--- src/rtl/mm_result_drain.sv ---
// mm_result_drain: buffers per-lane systolic results and serialises them lane-by-lane into 32-bit AXI-Stream words.
// Optional statistics counters (stall_cycles, matrices_done) are enabled by defining MM_DRAIN_STATS_EN.
module mm_result_drain #(
    parameter int M          = 16,
    parameter int N1         = 16,
    parameter int D_W_ACC    = 16,
    parameter int FIFO_DEPTH = 16
) (
    input  logic                clk,
    input  logic                rst,
    input  logic [N1-1:0]       valid_D,
    input  logic [D_W_ACC-1:0]  data_D [0:N1-1],
    output logic [31:0]         m_axis_mm2s_tdata,
    output logic [3:0]          m_axis_mm2s_tkeep,
    output logic                m_axis_mm2s_tlast,
    output logic                m_axis_mm2s_tvalid,
    input  logic                m_axis_mm2s_tready,
    output logic                overflow
`ifdef MM_DRAIN_STATS_EN
    ,
    output logic [31:0]         stall_cycles,
    output logic [15:0]         matrices_done
`endif
);
    localparam int K     = 32 / D_W_ACC;
    localparam int WORDS = M * M / K;
    localparam int WC_W  = WORDS > 1 ? $clog2(WORDS) : 1;
    localparam int PW    = $clog2(FIFO_DEPTH);
    localparam int LW    = N1 > 1 ? $clog2(N1) : 1;
    localparam int SW    = K > 1 ? $clog2(K) : 1;
    localparam logic FILL = 1'b0;
    localparam logic SEND = 1'b1;

    if (D_W_ACC != 8 && D_W_ACC != 16 && D_W_ACC != 32) begin : g_bad_width
        $error("mm_result_drain: D_W_ACC must be 8, 16 or 32");
    end
    if ((M * M) % K != 0) begin : g_bad_words
        $error("mm_result_drain: M*M must be a multiple of 32/D_W_ACC");
    end
    if (FIFO_DEPTH < 2 || (FIFO_DEPTH & (FIFO_DEPTH - 1)) != 0) begin : g_bad_depth
        $error("mm_result_drain: FIFO_DEPTH must be a power of two >= 2");
    end

    logic [D_W_ACC-1:0] head_w [N1];
    logic [N1-1:0]      ne_w;
    logic [N1-1:0]      full_w;
    logic [LW-1:0]      lane_sel_q, lane_sel_d;
    logic [SW-1:0]      slot_q, slot_d;
    logic [31:0]        pack_q, pack_d;
    logic [31:0]        tdata_q, tdata_d;
    logic [WC_W-1:0]    word_cnt_q, word_cnt_d;
    logic               state_q, state_d;
    logic               overflow_q;
    logic               last_slot, pop, load, hs;

    for (genvar i = 0; i < N1; i++) begin : g_lane
        logic [D_W_ACC-1:0] mem_q [FIFO_DEPTH];
        logic [PW-1:0]      wp_q, rp_q;
        logic [PW:0]        cnt_q;
        logic               wr, rd;
        assign full_w[i]  = cnt_q == (PW+1)'(FIFO_DEPTH);
        assign ne_w[i]    = cnt_q != '0;
        assign head_w[i]  = mem_q[rp_q];
        assign wr         = valid_D[i] && !full_w[i];
        assign rd         = pop && lane_sel_q == LW'(i);
        // Lane FIFO: a push into a full FIFO is dropped; simultaneous push and pop keep occupancy.
        always_ff @(posedge clk) begin
            if (rst) begin
                wp_q  <= '0;
                rp_q  <= '0;
                cnt_q <= '0;
            end else begin
                if (wr) begin
                    mem_q[wp_q] <= data_D[i];
                    wp_q        <= wp_q + 1'b1;
                end
                if (rd) rp_q <= rp_q + 1'b1;
                cnt_q <= cnt_q + (PW+1)'(wr) - (PW+1)'(rd);
            end
        end
    end

    assign last_slot = slot_q == SW'(K - 1);
    assign hs        = state_q == SEND && m_axis_mm2s_tready;
    assign pop       = ne_w[lane_sel_q] && !(last_slot && state_q == SEND && !m_axis_mm2s_tready);
    assign load      = pop && last_slot;

    // Serialiser next state: pack one result per pop, hand completed words to the output register.
    always_comb begin
        pack_d     = pack_q;
        slot_d     = slot_q;
        lane_sel_d = lane_sel_q;
        if (pop) begin
            pack_d[int'(slot_q)*D_W_ACC +: D_W_ACC] = head_w[lane_sel_q];
            slot_d     = last_slot ? '0 : slot_q + 1'b1;
            lane_sel_d = lane_sel_q == LW'(N1 - 1) ? '0 : lane_sel_q + 1'b1;
        end
        tdata_d    = load ? pack_d : tdata_q;
        state_d    = load ? SEND : hs ? FILL : state_q;
        word_cnt_d = !hs ? word_cnt_q : word_cnt_q == WC_W'(WORDS - 1) ? '0 : word_cnt_q + 1'b1;
    end

    // Serialiser and output registers; overflow is sticky until reset.
    always_ff @(posedge clk) begin
        if (rst) begin
            pack_q     <= '0;
            slot_q     <= '0;
            lane_sel_q <= '0;
            tdata_q    <= '0;
            state_q    <= FILL;
            word_cnt_q <= '0;
            overflow_q <= 1'b0;
        end else begin
            pack_q     <= pack_d;
            slot_q     <= slot_d;
            lane_sel_q <= lane_sel_d;
            tdata_q    <= tdata_d;
            state_q    <= state_d;
            word_cnt_q <= word_cnt_d;
            overflow_q <= overflow_q || |(valid_D & full_w);
        end
    end

    assign m_axis_mm2s_tdata  = tdata_q;
    assign m_axis_mm2s_tkeep  = 4'hF;
    assign m_axis_mm2s_tvalid = state_q == SEND;
    assign m_axis_mm2s_tlast  = state_q == SEND && word_cnt_q == WC_W'(WORDS - 1);
    assign overflow           = overflow_q;

`ifdef MM_DRAIN_STATS_EN
    logic [31:0] stall_q;
    logic [15:0] mdone_q;
    // Stall cycles saturate; completed matrices wrap.
    always_ff @(posedge clk) begin
        if (rst) begin
            stall_q <= '0;
            mdone_q <= '0;
        end else begin
            if (state_q == SEND && !m_axis_mm2s_tready && stall_q != 32'hFFFF_FFFF) stall_q <= stall_q + 1'b1;
            if (hs && m_axis_mm2s_tlast) mdone_q <= mdone_q + 1'b1;
        end
    end
    assign stall_cycles  = stall_q;
    assign matrices_done = mdone_q;
`endif
endmodule
--- config.mk ---
export PLATFORM = sky130hd
export DESIGN_NAME = mm_result_drain
export DESIGN_NICKNAME = d
export VERILOG_FILES = /design/src/rtl/mm_result_drain.sv
export SDC_FILE = /design/constraint.sdc
export NUM_CORES = 2
export LEC_CHECK = 0
export CAP_MARGIN = 20
export CORE_ASPECT_RATIO = 1.1
export CORE_MARGIN = 8
export CORE_UTILIZATION = 62
export DETAILED_ROUTE_END_ITERATION = 8
export GPL_TIMING_DRIVEN = 0
export PLACE_DENSITY = 0.77
export SLEW_MARGIN = 20
export SYNTH_ARGS = -nofsm -noshare
export SYNTH_HDL_FRONTEND = slang
export SYNTH_SLANG_ARGS = --single-unit
export TNS_END_PERCENT = 5
--- constraint.sdc ---
create_clock -name clk -period 4.4 [get_ports clk]
set_clock_uncertainty 0.05 [all_clocks]
set_input_delay 0.88 -clock clk [delete_from_list [all_inputs] [get_ports clk]]
set_output_delay 0.88 -clock clk [all_outputs]
set_load 0.02 [all_outputs]
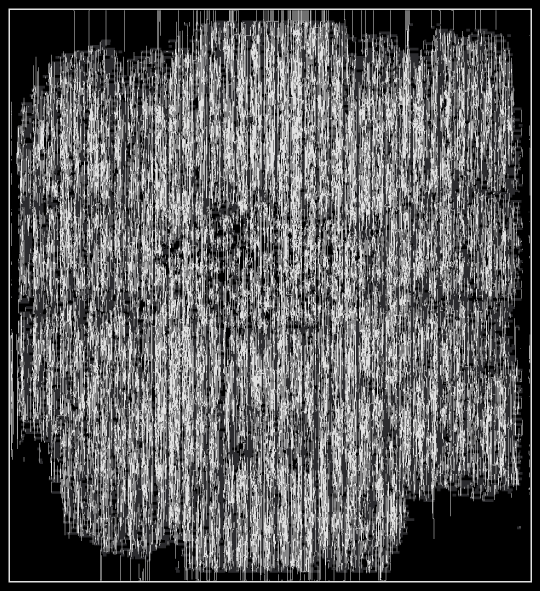
(images/m2.png)
Drawn at 1 px/µm. Cells faint in the background.
main direction: vertical
nets with wire on the layer: 9363
share of all routed wire: 48%
wire length on this layer: 221 mm
longest straight run: 125 µm
M2 GR Usage: 48.7%
routed vias: 92.4k
total length of routed wires: 464000 µm

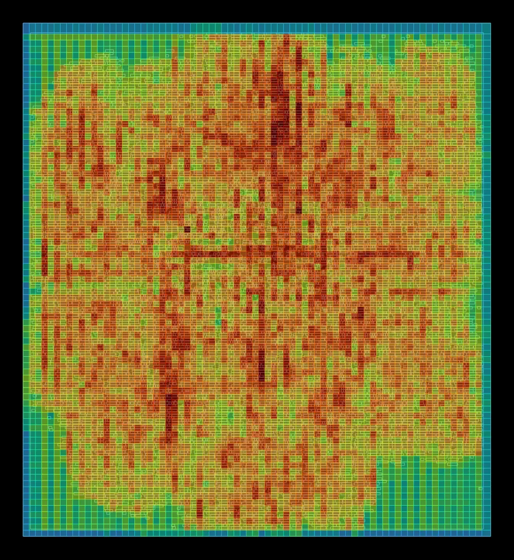
(images/congestion_map.png)
wire per inst: 33.6 µm
most used routing layer: met2

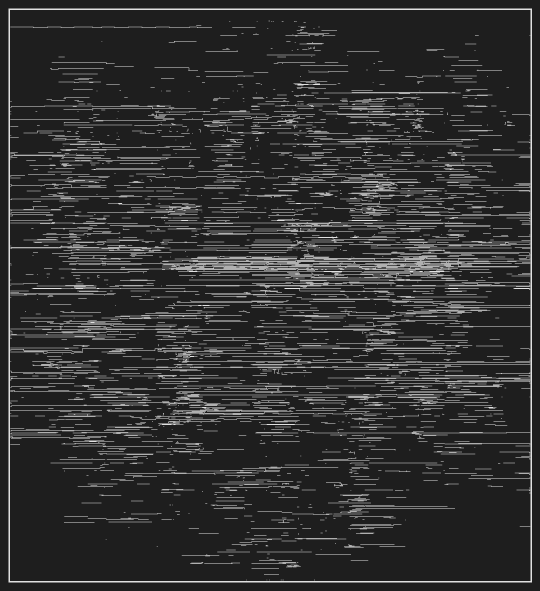
(images/m3.png)
Drawn at 1 px/µm.
nets with wire on the layer: 1803
main direction: horizontal
met3 usage in global routing: 8.43%

==> impl_results.rst <==
Flow metrics
------------

.. list-table::
   :header-rows: 1

   * - Metric
     - Value
   * - Status
     - finished, violations left
   * - Failing checks
     - setup timing
   * - First-pass GRT wire length
     - 657000 µm
   * - Count of inverters not on the clock network in the layout
     - 120
   * - Clock buffer count in the final layout
     - 532
   * - Layout area overhead
     - 14.6%
   * - Total number of nets in the final design
     - 10.2k
   * - Combined global-route utilization of all metal layers
     - 30.7%
   * - Finish-stage setup viols
     - 6
   * - Area fraction in mux cells
     - 15.5%
   * - Type of the setup path with the least slack
     - flip-flop to flip-flop
   * - Final design instance area without fill
     - 0.199 mm²
   * - Instance area at placement
     - 0.185 mm²
   * - Largest register FFs
     - 4096
   * - Clock Latency Late Sink
     - 0.94 ns
   * - Resized Gates After CTS
     - 13
   * - Total power density per cell area
     - 478 mW/mm²
   * - Cell internal pwr
     - 0.0708 W
   * - HPWL reported at the end of detailed placement
     - 319000 µm
   * - Detail-routed via count per cell
     - 6.68
   * - Largest register by flop count
     - g_lane.mem_q
   * - Max-cap viol count
     - 0
   * - Placer's final routability congestion estimate
     - 0.967
   * - Worst-path fanout max
     - 10
   * - Total grt overflow
     - 0
   * - Non-clock buffer count
     - 983
   * - Routed wl met3
     - 53500 µm
   * - Final critical delay including setup and external delays
     - 4.52 ns
   * - Placed instance count
     - 13.0k
   * - Sequential fraction of total cell area
     - 65.2%
   * - Logic depth of the worst setup path including buffers
     - 8
   * - Comb gates
     - 3783
   * - Row cnt
     - 203
   * - Post-layout period usage of the worst path
     - 103%
   * - Standard cell with the maximum stage delay on the critical path
     - buf_1
   * - Proportion of final cell area spent on non-clock buffers
     - 4.02%
   * - Top flip-flop cell by instance count after synthesis
     - edfxtp_1
   * - Switching power as a share of total power
     - 25.4%
   * - Die y size
     - 571 µm
   * - Die outline width
     - 520 µm
   * - Antenna violations before repair
     - 98
   * - Post-synthesis sequential area ratio
     - 74.7%
   * - Reported leakage power
     - 61.7 nW
   * - Power share of the sequential group
     - 50.4%
   * - Quantity of I/O buffers inserted on ports
     - 309
   * - Clock tree from TritonCTS
     - yes
   * - Met2 wire length
     - 221000 µm
   * - Post-synthesis xor/xnor area fraction
     - 0.676%
   * - Kind of capture point of the worst setup path
     - flip-flop
   * - Post-CTS Setup Repair Bufs
     - 0
   * - Number of instances on the worst hold path
     - 1
   * - Total negative slack
     - -0.210 ns
   * - Pin count of the biggest net entering global routing
     - 17
   * - Critical register-to-register path endpoint
     - pack_q[9]
   * - Clock sink total
     - 4430
   * - Number of cells in Yosys stat
     - 8774
   * - WP buf/inv
     - 3
   * - Initial cell density of the core
     - 62.3%
   * - Sequential cell area
     - 0.130 mm²
   * - Final hold violation count
     - 0
   * - Minimum setup slack among reg-to-reg paths
     - -0.12 ns
   * - Power attributed to the clock group
     - 0.0354 W
   * - Adder and majority gate portion of the synthesized area
     - 1.37%
   * - Post-synthesis cell count
     - 8774
   * - Achievable clock frequency
     - 221 MHz
   * - Sequential cell count of the final layout
     - 4430
   * - Net Switching
     - 0.0241 W
   * - Total routed wire length on the met1 layer
     - 162000 µm
   * - Portion of the layout cell area used by clock cells
     - 6.73%
   * - Top-area cell type share of the netlist area
     - 70.9%
   * - Worst setup timing slack at the placement stage
     - -0.644 ns
   * - Number of antenna-violating nets in the routed design
     - 0
   * - Async S/R FF share, synth
     - 0%
   * - Area-dominant class
     - sequential cells
   * - Part of the power in combinational logic
     - 12.3%
   * - End point of the critical path
     - pack_q[9]
   * - Relative max-transition margin
     - 12.0%
   * - Final WS setup
     - -0.116 ns
   * - OpenROAD warnings
     - 96
   * - Compound-gate portion of the synthesized area
     - 2.66%
   * - Tally of yosys warning messages
     - 0
   * - Largest cells by area after synthesis
     - edfxtp_1 71%, mux4_2 12%, dfxtp_1 3.9%
   * - Measured slew at the worst slew-check pin
     - 1.32 ns
   * - Count of H-tree levels built during CTS
     - 5
   * - Worst IR Drop VDD
     - 0.000388 V
   * - Startpoint of the tightest hold check path
     - pack_q[8]
   * - Comb/total area
     - 21.4%
   * - Cell accounting for the most synthesized area
     - edfxtp_1
   * - Path depth of the worst reg2reg path
     - 8
   * - Most frequent logic cell in the layout
     - edfxtp_1
   * - Top Family by Delay on Critical Path
     - buffers and inverters
   * - Power attributed to sequential cells
     - 0.0478 W
   * - Critical path required time
     - 5.14 ns
   * - Clock share of power
     - 37.3%
   * - Non-Filler Instances
     - 13.8k
   * - Commonest non-fill, non-tap cells in the layout
     - 4096 x edfxtp_1, 955 x mux4_2, 451 x mux2i_1
   * - Hold/Removal Path Class
     - flip-flop to flip-flop
   * - Filler Cells Inserted
     - 16.0k
   * - First-pass DRT Iterations
     - 7
   * - Startpoint type of the worst setup path
     - flip-flop
   * - AND/OR/NAND/NOR Cells, Area Fraction
     - 3.65%
   * - Top cells by count
     - 4096 x edfxtp_1, 955 x mux4_2, 541 x nor2_1
   * - Area of the synthesized netlist per yosys stat
     - 0.174 mm²
   * - Worst slack on hold paths
     - 0.422 ns
   * - Cell-by-cell trace of the critical path
     - clkbuf_1, buf_1, buf_2, mux2i_1, o221ai_1, a2111o_1, a21oi_1, nor4_1
   * - Hold Path End
     - m_axis_mm2s_tdata[8]
   * - Clk pin slew, worst setup/hold paths
     - 0.06 ns
   * - Data arrival time of the critical path
     - 5.26 ns
   * - Overall power consumption
     - 0.0950 W
   * - Antenna cell count
     - 60
   * - # Taps
     - 3690
   * - Layout cell share with drive strength beyond 1
     - 23.8%
   * - CTS hold repair buffers
     - 0
   * - Syn Std Cell Area
     - 0.174 mm²
   * - Top non-seq family
     - multiplexers
   * - Combinational gate area
     - 0.0425 mm²
   * - Die Outline Area
     - 0.297 mm²
   * - Cell at the root of the clock tree
     - clkbuf_16
   * - Vias in the first global route
     - 92.8k
Power and IR drop assume default switching activity.
